<file path="src/rtl/hyp_cordic_pkg.sv">
// Shared Q2.14 constants, FSM state type and saturation helper for the
// hyperbolic CORDIC rotator and its post-processing stages.
package hyp_cordic_pkg;

   localparam int W    = 16;
   localparam int FRAC = 14;

   localparam logic [W-1:0] ONE     = 16'h4000;
   localparam logic [W-1:0] SAT_MAX = 16'h7FFF;
   localparam logic [W-1:0] SAT_MIN = 16'h8000;

   typedef enum logic [1:0] {
      IDLE = 2'd0,
      CALC = 2'd1,
      FIN  = 2'd2
   } state_e;

   // Clamp a sign-extended wide value into the signed Q2.14 range.
   function automatic logic [W-1:0] sat_w(input logic signed [31:0] v);
      logic [W-1:0] r;
      if (v > 32'sh0000_7FFF) begin
         r = SAT_MAX;
      end else if (v < 32'shFFFF_8000) begin
         r = SAT_MIN;
      end else begin
         r = v[W-1:0];
      end
      return r;
   endfunction

endpackage

</file>
<file path="src/rtl/lin_cordic_step.sv">
// One linear-mode vectoring CORDIC iteration: drives y towards zero while
// accumulating the quotient in z with weight ONE >> i.
module lin_cordic_step
   import hyp_cordic_pkg::*;
#(
   parameter int AW = 18,
   parameter int IW = 4
) (
   input  logic signed [AW-1:0] x,
   input  logic signed [AW-1:0] y,
   input  logic signed [AW-1:0] z,
   input  logic        [IW-1:0] i,
   output logic signed [AW-1:0] y_nxt,
   output logic signed [AW-1:0] z_nxt
);

   logic signed [AW-1:0] x_sh_s;
   logic        [AW-1:0] wt_s;

   // Rotate towards y = 0 by the shifted divisor, steering z the same way.
   always_comb begin
      x_sh_s = x >>> i;
      wt_s   = {{(AW-W){1'b0}}, ONE} >> i;
      y_nxt  = y;
      z_nxt  = z;
      if (y[AW-1]) begin
         y_nxt = y + x_sh_s;
         z_nxt = z - wt_s;
      end else begin
         y_nxt = y - x_sh_s;
         z_nxt = z + wt_s;
      end
   end

endmodule

</file>
<file path="src/rtl/hyp_tanh_exp_post.sv">
// Post-processor for the hyperbolic rotator: tanh = sinh/cosh via an
// iterative linear CORDIC divider, exp = cosh + sinh via one saturating add.
module hyp_tanh_exp_post
   import hyp_cordic_pkg::*;
#(
   parameter int W = hyp_cordic_pkg::W,
   parameter int N = 15,
   parameter int G = 2
) (
   input  logic         clk,
   input  logic         rst_n,
   input  logic         st,
   input  logic [W-1:0] sinh_in,
   input  logic [W-1:0] cosh_in,
   output logic         busy,
   output logic         done,
   output logic [W-1:0] tanh_out,
   output logic [W-1:0] exp_out,
   output logic         exp_ovf,
   output logic         div_err
);

   localparam int AW = W + G;
   localparam int IW = $clog2(N + 1);

   state_e               state_q, state_d;
   logic signed [AW-1:0] x_q, x_d, y_q, y_d, z_q, z_d;
   logic        [IW-1:0] i_q, i_d;
   logic                 busy_q, busy_d, done_q, done_d;
   logic        [W-1:0]  tanh_q, tanh_d, exp_q, exp_d;
   logic                 ovf_q, ovf_d, derr_q, derr_d;

   logic signed [W:0]    exp_sum_s;
   logic                 cosh_pos_s;
   logic signed [AW-1:0] y_step_s, z_step_s;

   lin_cordic_step #(.AW(AW), .IW(IW)) u_step (
      .x     (x_q),
      .y     (y_q),
      .z     (z_q),
      .i     (i_q),
      .y_nxt (y_step_s),
      .z_nxt (z_step_s)
   );

   // State and datapath registers.
   always_ff @(posedge clk or negedge rst_n) begin
      if (!rst_n) begin
         state_q <= IDLE;
         x_q     <= {AW{1'b0}};
         y_q     <= {AW{1'b0}};
         z_q     <= {AW{1'b0}};
         i_q     <= {IW{1'b0}};
         busy_q  <= 1'b0;
         done_q  <= 1'b0;
         tanh_q  <= {W{1'b0}};
         exp_q   <= {W{1'b0}};
         ovf_q   <= 1'b0;
         derr_q  <= 1'b0;
      end else begin
         state_q <= state_d;
         x_q     <= x_d;
         y_q     <= y_d;
         z_q     <= z_d;
         i_q     <= i_d;
         busy_q  <= busy_d;
         done_q  <= done_d;
         tanh_q  <= tanh_d;
         exp_q   <= exp_d;
         ovf_q   <= ovf_d;
         derr_q  <= derr_d;
      end
   end

   // Next-state and datapath update; exp is resolved on the accepting edge.
   always_comb begin
      exp_sum_s  = {sinh_in[W-1], sinh_in} + {cosh_in[W-1], cosh_in};
      cosh_pos_s = !cosh_in[W-1] && (cosh_in != {W{1'b0}});
      state_d    = state_q;
      x_d        = x_q;
      y_d        = y_q;
      z_d        = z_q;
      i_d        = i_q;
      tanh_d     = tanh_q;
      exp_d      = exp_q;
      ovf_d      = ovf_q;
      derr_d     = derr_q;
      case (state_q)
         IDLE: begin
            if (st) begin
               x_d   = {{G{cosh_in[W-1]}}, cosh_in};
               y_d   = {{G{sinh_in[W-1]}}, sinh_in};
               z_d   = {AW{1'b0}};
               i_d   = {IW{1'b0}};
               exp_d = sat_w(32'(exp_sum_s));
               ovf_d = exp_sum_s[W] ^ exp_sum_s[W-1];
               if (cosh_pos_s) begin
                  derr_d  = 1'b0;
                  state_d = CALC;
               end else begin
                  derr_d  = 1'b1;
                  tanh_d  = {W{1'b0}};
                  state_d = FIN;
               end
            end else begin
               state_d = IDLE;
            end
         end
         CALC: begin
            y_d = y_step_s;
            z_d = z_step_s;
            i_d = i_q + {{(IW-1){1'b0}}, 1'b1};
            if (i_q == IW'(N - 1)) begin
               state_d = FIN;
            end else begin
               state_d = CALC;
            end
         end
         FIN: begin
            tanh_d  = sat_w(32'(z_q));
            state_d = IDLE;
         end
         default: begin
            state_d = IDLE;
         end
      endcase
   end

   // Status flags, registered so they align with the state they describe.
   always_comb begin
      busy_d = (state_d == CALC);
      done_d = (state_q == FIN);
   end

   assign busy     = busy_q;
   assign done     = done_q;
   assign tanh_out = tanh_q;
   assign exp_out  = exp_q;
   assign exp_ovf  = ovf_q;
   assign div_err  = derr_q;

endmodule

</file>
<file path="config.mk">
export PLATFORM = sky130hd
export DESIGN_NAME = hyp_tanh_exp_post
export DESIGN_NICKNAME = d
export VERILOG_FILES = /design/src/rtl/hyp_cordic_pkg.sv /design/src/rtl/lin_cordic_step.sv /design/src/rtl/hyp_tanh_exp_post.sv
export SDC_FILE = /design/constraint.sdc
export NUM_CORES = 1
export LEC_CHECK = 0
export CAP_MARGIN = 20
export CORE_MARGIN = 4
export CORE_UTILIZATION = 40
export CTS_CLUSTER_DIAMETER = 60
export DETAILED_ROUTE_END_ITERATION = 16
export PLACE_DENSITY_LB_ADDON = 0.3
export SLEW_MARGIN = 20
export SYNTH_ARGS = -nofsm -noshare
export SYNTH_HDL_FRONTEND = slang
export SYNTH_HIERARCHICAL = 1
export SYNTH_SLANG_ARGS = --single-unit
</file>
<file path="constraint.sdc">
create_clock -name clk -period 4.65 [get_ports clk]
set_input_delay 1.1625 -clock clk [delete_from_list [all_inputs] [get_ports clk]]
set_output_delay 1.1625 -clock clk [all_outputs]
set_load 0.1 [all_outputs]
</file>
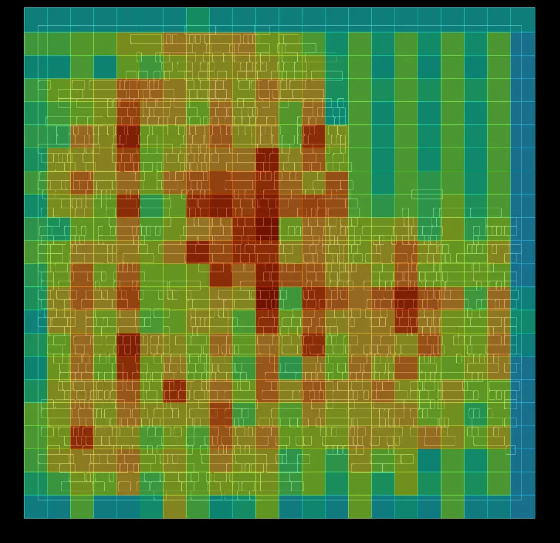
**Above:** run 1 (track usage over the die).
utilization of the core after routing: 48.7%
all-layer global routing usage: 20.0%
layer with the highest usage: met2
met1 global-route usage: 27.9%

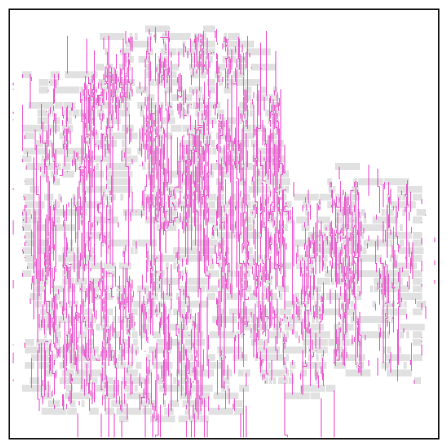
**Above:** run 1 (signal wires on met2).
The wires run mostly vertical. The layer carries 11000 um of wire. The layer holds 47% of the routed length. The longest straight run is 79.2 um.
fraction of met2 tracks used by global routing: 32.7%
total number of vias: 7711
Routed WL: 23200 um

==> summary.rpt, run 1 <==
PHYSICAL IMPLEMENTATION REPORT
----------------------------------------------------
[Finish]
  Number of ordinary inverters in the final layout ........................ 33
  Fraction of area in multi-input gates ........................ 56.4%
  Fraction of final layout cells sized beyond drive strength 1 ........................ between 10% and 20%
  Register Area ........................ 0.00236 mm2
  Portion of the layout cell area used by clock cells ........................ 3.21%
  Number of fill cells ........................ approximately 2000
  Multi-input gate count ........................ about 820
  Non-Clock Buffer Area Fraction ........................ 12.0%
  Most frequent standard cell in the layout excluding fill and tap cells ........................ nand2_1
  Leading cell types in the layout, fill and taps excluded ........................ nand2_1, dfrtp_1, nor2_1
  Area grow syn2layout ........................ 19.2%
  Clock Buffer Count ........................ 11
  Non-clock buffers ........................ 131

[GRT]
  Largest net degree at the start of global routing ........................ around 73
  Via count of the first global-routing pass ........................ around 7500
  Initial antenna violation count ........................ 0
  Sum of overflow across all layers after global routing ........................ 0
  Global-route wire length before repair ........................ 38800 um

[Run]
  Maxcap violations ........................ 0
  Total number of warnings across the stage logs ........................ 28

[Yosys]
  Mean area per synthesized cell ........................ between 8 and 9 um2
  Synth cell count leaders ........................ nand2_1, dfrtp_1, nor2_1
  Yosys cell count ........................ between 1000 and 1500
  Count of library flops with an enable pin ........................ 0
  Yosys stat chip area ........................ between 0.008 and 0.009 mm2
  Synth Area in Compound Gates ........................ between 20% and 30%
  Biggest area consumer among synthesized cells ........................ dfrtp_1
  Fraction of synthesized cell area taken by the top area cell type ........................ 28.3%
  Adder Share, Synth ........................ a little under a tenth
  Distinct cells, synth ........................ ~87
  MUX area fraction ........................ 7.72%
  Post-synth top flop ........................ dfrtp_1
  Synthesized netlist cell count ........................ 1003
  Portion of the post-synthesis area used by sequential elements ........................ between 20 and 30%
  Netlist area before placement ........................ 0.00832 mm2
  Post-Synthesis Net Count ........................ 1097

[Floorplan]
  Chip area ........................ about 0.023 mm2
  Number of well taps ........................ 270
  Placeable core region ........................ ~0.02 mm2
  Chip width ........................ 152 um
  Die Y-Extent ........................ 152 um
  IO Pins ........................ just over 70
  Site Rows ........................ 52

[Detailed routing]
  First-iteration detailed-routing DRC count ........................ 495
  Residual antenna-violating net count after detailed routing ........................ 0
  DRC errors left ........................ 0
  Number of iterations in the first detailed-routing pass ........................ 5

[Place]
  DP HPWL ........................ between 15000 and 20000 um
  Final weighted congestion in routability-driven placement ........................ just over 0.9
  Number of buffers added on ports ........................ 70

[Setup path]
  Classification of the worst setup path ........................ reg2reg
  Critical Path Sink Type ........................ flop
  Worst stage delay on the critical path ........................ approximately 0.58 ns
  Count of buffer and inverter cells on the critical path ........................ 0
  Reg-to-reg critical path endpoint ........................ y_q[17]$_DFFE_PN0P_
  Critical path origin ........................ x_q[13]$_DFFE_PN0P_
  Startpoint Class ........................ flop
  Minimum setup slack among reg-to-reg paths ........................ between 0.2 and 0.3 ns
  Category of cells accounting for the largest share of critical-path delay ........................ AND-OR/OR-AND gates
  Worst-path maximum fanout ........................ 8
  Worst setup path endpoint ........................ y_q[17]$_DFFE_PN0P_
  Data arrival time of the critical path ........................ 4.63 ns
  Most frequent cell on the critical path ........................ a21oi_1
  Worst r2r path cells ........................ 15
  Worst path depth ........................ 15

[STA]
  Time the final worst path needs with I/O delays and setup ........................ 4.39 ns
  Peak clock frequency supported by timing ........................ 228 MHz
  Max-slew violation count ........................ 0
  Final hold slack ........................ roughly 0.48 ns
  Final count of negative-setup-slack endpoints ........................ 0
  Pin slew with the least headroom to its limit ........................ 0.982 ns
  Smallest setup slack after layout ........................ about 0.26 ns

[Clock network]
  CTS tree ........................ built
  Number of CTS-inserted buffers ........................ 9
  Htree depth ........................ 3
  CTS hold repair buffers ........................ 0

[Outcome]
  Run status ........................ completed

----------------------------------------------------
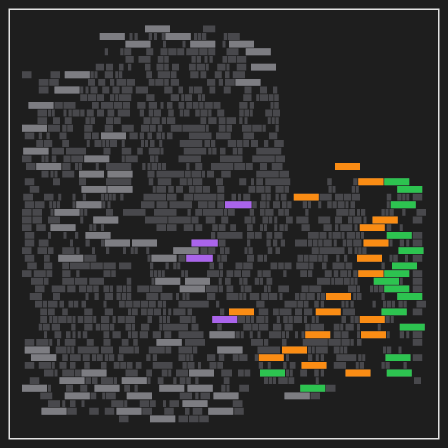
**Above:** run 1 (register map, names as in the netlist).
Other sequential cells in the stronger gray, the rest of the logic in the fainter gray.
Key: `tanh_out` = green [flops 16]; `i_q` = purple [flops 4, where center]; `z_q` = orange [flops 18]
Another 56 sequential cells are not colored.
proportion of cell area occupied by registers: 23.8%

-- run 1: flip-flops by register name (all words and copies together) (netlist names), 2 cells and up --
register / flops
i_q: 4
x_q: 16
state_q: 2
exp_out: 16
tanh_out: 16
z_q: 18
y_q: 18
-- run 1: metrics by stage --
stage | setup TNS, ns | utilization [%] | instance area, um2 | cells
after global routing | -0.0110 | 48.7 | 9920 | 1365
after CTS | 0 | 48.4 | 9850 | 1357
after global placement | 0 | 46.8 | 9530 | 1341
after detailed placement | 0 | 46.8 | 9530 | 1341
final | 0 | 48.7 | 9920 | 1365
after floorplan | 0 | - | 8320 | 1003
-- run 1: layer usage --
layer  part of all wire [%]  global-route usage, %  up-vias
li1                       -                      -     3785
met1                     46                   27.9     3713
met2                     47                   32.7      192
met3                    4.5                   3.18       21
met4                    1.9                   5.05        0
met5                      0                      0        -
-- run 1: worst min path at each step --
stage,to,cells after the start,start,slack (ns)
detailed placement,tanh_out[4]$_DFFE_PN0P_,2,tanh_out[4]$_DFFE_PN0P_,0.47
CTS,tanh_out[4]$_DFFE_PN0P_,2,tanh_out[4]$_DFFE_PN0P_,0.48
floorplan,x_q[0]$_DFFE_PN0P_,2,x_q[0]$_DFFE_PN0P_,0.44
global placement,tanh_out[10]$_DFFE_PN0P_,2,tanh_out[10]$_DFFE_PN0P_,0.46
finish,tanh_out[3]$_DFFE_PN0P_,2,tanh_out[3]$_DFFE_PN0P_,0.48
global route,tanh_out[3]$_DFFE_PN0P_,2,tanh_out[3]$_DFFE_PN0P_,0.50
## Run 2: what changed since run 1
--- a/config.mk
+++ b/config.mk
@@ -5,6 +5,7 @@
 export SDC_FILE = /design/constraint.sdc
 export NUM_CORES = 1
 export LEC_CHECK = 0
+export ABC_AREA = 0
 export CAP_MARGIN = 20
 export CORE_MARGIN = 4
 export CORE_UTILIZATION = 40
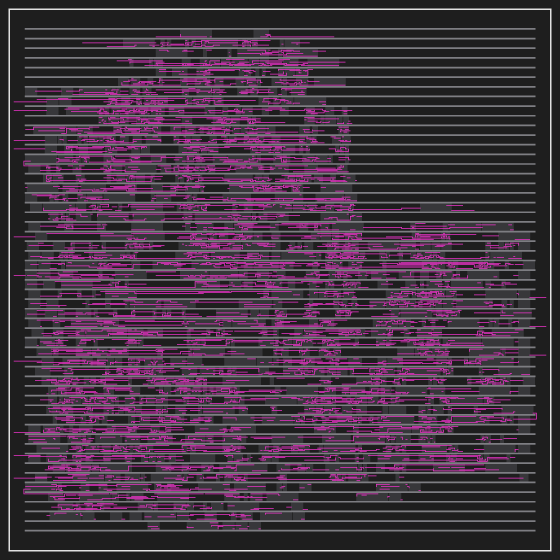
**Above:** run 2 (signal wires on met1).
Supply wires on this layer in gray.
The layer carries 10700 um of wire. 1092 nets have wire on it.

==> summary.rpt, run 2 <==
PHYSICAL IMPLEMENTATION REPORT
----------------------------------------------------
[Setup path]
  Crit path cell chain ........................ mux4_2, or4b_4, o32ai_4, nor2b_1, a21oi_1, xor2_1, ha_1, and4_1, a2111o_1, o221ai_1, a21oi_1, a31oi_1, o21ai_0, xnor2_1, a221o_1 (unchanged)
  Category of cells accounting for the largest share of critical-path delay ........................ AND-OR/OR-AND gates (unchanged)
  Reg-to-reg critical path endpoint ........................ y_q[17]$_DFFE_PN0P_ (unchanged)
  Critical Path Sink Type ........................ flop (unchanged)
  Data arrival time of the critical path ........................ 4.63 ns (about the same)
  Worst r2r path cells ........................ 15 (unchanged)
  Minimum setup slack among reg-to-reg paths ........................ 0.26 ns (about the same)
  Worst flop-to-flop path startpoint ........................ x_q[13]$_DFFE_PN0P_ (unchanged)
  Critical Path Slowest Stage Cell ........................ or4b_4 (unchanged)
  Worst-path maximum fanout ........................ 8 (unchanged)
  Startpoint Class ........................ flop (unchanged)
  Required arrival time at the worst endpoint ........................ 4.89 ns (about the same)
  Classification of the worst setup path ........................ reg2reg (unchanged)
  Critical path origin ........................ x_q[13]$_DFFE_PN0P_ (unchanged)
  Worst stage delay on the critical path ........................ 0.58 ns (about the same)
  Most frequent cell on the critical path ........................ a21oi_1 (unchanged)
  Worst setup path endpoint ........................ y_q[17]$_DFFE_PN0P_ (unchanged)
  Worst path depth ........................ 15 (unchanged)
  Count of buffer and inverter cells on the critical path ........................ 0 (unchanged)

[Finish]
  Area grow syn2layout ........................ 19.2% (unchanged)
  Fraction of final layout cells sized beyond drive strength 1 ........................ 13.2% (unchanged)
  Number of fill cells ........................ 2032 (unchanged)
  Diode count ........................ 0 (unchanged)
  Register Area ........................ 0.00236 mm2 (unchanged)
  Most frequent standard cell in the layout excluding fill and tap cells ........................ nand2_1 (unchanged)
  Leading cell types in the layout, fill and taps excluded ........................ nand2_1, dfrtp_1, nor2_1 (unchanged)
  Biggest registers after layout ........................ y_q (18), z_q (18) (unchanged)
  Count of nets after finishing ........................ 1184 (unchanged)
  Non-filler instance count after layout ........................ 1365 (unchanged)
  Logic area ........................ 0.00559 mm2 (unchanged)

[Place]
  Number of buffers added on ports ........................ 70 (unchanged)
  Number of placed cells counting well taps ........................ 1341 (unchanged)
  DP HPWL ........................ 17500 um (unchanged)
  Final weighted congestion in routability-driven placement ........................ 0.935 (unchanged)

[Floorplan]
  Chip width ........................ 152 um (unchanged)
  IO Pins ........................ 71 (unchanged)
  Site Rows ........................ 52 (unchanged)
  FP Util ........................ 40.9% (unchanged)
  Die Y-Extent ........................ 152 um (unchanged)
  Placeable core region ........................ 0.0204 mm2 (unchanged)
  Chip area ........................ 0.0232 mm2 (unchanged)

[Worst hold path]
  Capture endpoint of the worst hold path ........................ tanh_out[3]$_DFFE_PN0P_ (unchanged)
  Worst hold path depth ........................ 2 (unchanged)
  Launch point of the worst hold path ........................ tanh_out[3]$_DFFE_PN0P_ (unchanged)
  Worst min path class ........................ reg2reg (unchanged)

[GRT]
  Via count of the first global-routing pass ........................ 7478 (unchanged)
  All-layer global routing usage ........................ 20.0% (unchanged)
  Global-route wire length before repair ........................ 38800 um (unchanged)
  Largest net degree at the start of global routing ........................ 73 (unchanged)
  Initial antenna violation count ........................ 0 (unchanged)
  Sum of overflow across all layers after global routing ........................ 0 (unchanged)

[Yosys]
  Netlist area before placement ........................ 0.00832 mm2 (unchanged)
  Yosys stat chip area ........................ 0.00832 mm2 (unchanged)
  Mean area per synthesized cell ........................ 8.29 um2 (unchanged)
  Synth flops ........................ 94 (unchanged)
  Yosys cell count ........................ 1003 (unchanged)
  Synthesized netlist cell count ........................ 1003 (unchanged)
  Synth cell count leaders ........................ nand2_1, dfrtp_1, nor2_1 (unchanged)
  Number of warnings reported in the yosys synthesis log ........................ 6 (unchanged)
  Most used standard cell by instance count after synthesis ........................ nand2_1 (unchanged)
  Post-synth top flop ........................ dfrtp_1 (unchanged)
  Main area contributors ........................ dfrtp_1, ha_1, nand2_1 (unchanged)
  Share of flip-flops with an asynchronous set or reset ........................ 100% (unchanged)
  Fraction of synthesized cell area taken by the top area cell type ........................ 28.3% (unchanged)
  Count of library flops with an enable pin ........................ 0 (unchanged)
  Biggest area consumer among synthesized cells ........................ dfrtp_1 (unchanged)
  Distinct cells, synth ........................ 87 (unchanged)
  Post-Synthesis Net Count ........................ 1097 (unchanged)
  Portion of the post-synthesis area used by sequential elements ........................ 28.3% (unchanged)

[Clock network]
  Max Root-Sink Buffers ........................ 2 (unchanged)
  Htree depth ........................ 3 (unchanged)
  Clock sinks ........................ 94 (unchanged)
  Number of CTS-inserted buffers ........................ 9 (unchanged)
  Master cell of the clock root buffer ........................ clkbuf_16 (unchanged)
  Later-pin clock latency in the skew report ........................ 0.36 ns (about the same)
  CTS tree ........................ built (unchanged)
  Clock-pin slew reported for the worst setup and hold paths after clock tree synthesis ........................ 0.08 ns (about the same)

[Run]
  Maxcap violations ........................ 0 (unchanged)
  Total number of warnings across the stage logs ........................ 28 (unchanged)

[STA]
  Pin slew with the least headroom to its limit ........................ 0.982 ns (unchanged)
  Worst-case headroom to the max-slew limit ........................ 34.4% (unchanged)
  Setup skew after layout ........................ 0.00995 ns (unchanged)
  Number of hold violations in the final report ........................ 0 (unchanged)
  Final hold slack ........................ 0.477 ns (unchanged)
  Max-slew violation count ........................ 0 (unchanged)
  Final period utilization ........................ 94.4% (unchanged)
  Peak clock frequency supported by timing ........................ 228 MHz (unchanged)
  Time the final worst path needs with I/O delays and setup ........................ 4.39 ns (unchanged)
  Final count of negative-setup-slack endpoints ........................ 0 (unchanged)

[Detailed routing]
  Routed WL ........................ 23200 um (unchanged)
  DRC errors left ........................ 0 (unchanged)
  Number of iterations in the first detailed-routing pass ........................ 5 (unchanged)
  Total number of vias ........................ 7711 (unchanged)
  First-iteration detailed-routing DRC count ........................ 495 (unchanged)
  Residual antenna-violating net count after detailed routing ........................ 0 (unchanged)
  Via count normalized by instance count ........................ 5.65 (unchanged)
  Post-detailed-route wirelength per cell ........................ 17.0 um (unchanged)

[Outcome]
  Run status ........................ completed (unchanged)

----------------------------------------------------
run 2: cell counts after synthesis:
Identical to the previous run, type by type.
run 2: what timing repair did:
item	in CTS	in global routing
setup endpoints to repair	0	6
endpoints found under the hold margin	0	0
resized	0	5
setup buffers	0	8
hold buffers	0	0
run 2: cell type report:
type	count	area share [%]
flip-flops and latches	94	23.8
clock inverters	5	0.656
clock buffers	11	2.55
well taps	270	3.41
inverters	33	1.25
multi-input cells	821	56.4
repair buffers	131	12.0
run 2: kinds of logic after synthesis:
logic type | count (synthesis) | synth area share [%]
flops | 94 | 28.3
simple gates | 400 | 22.7
buf+inv | 88 | 4.74
fa+ha+maj | 59 | 9.14
compound gates | 264 | 21.5
xor+xnor | 55 | 5.96
mux | 43 | 7.72
run 2: tightest hold or removal path: stages, from the launching register on:
cell and delay, ns:
dfrtp_1 0.34, nand2_1 0.04, o21ai_0 0.05
run 2: stage by stage:
step	instance area (um2)	setup TNS, ns	setup slack (ns)	util [%]
after floorplan	8320	0	0.0312	-
after detailed placement	9530	0	0.0947	46.8
after CTS	9850	0	0.0504	48.4
after global placement	9530	0	0.146	46.8
after global routing	9920	-0.0110	-0.0110	48.7
final	9920	0	0.260	48.7
run 2: routing by layer:
metal | track usage, % | routed length (um) | part of all wire, %
met1 | 27.9 | 10700 | 46
met2 | 32.7 | 11000 | 47
met3 | 3.18 | 1040 | 4.5
met4 | 5.05 | 447 | 1.9
met5 | 0 | 0 | 0
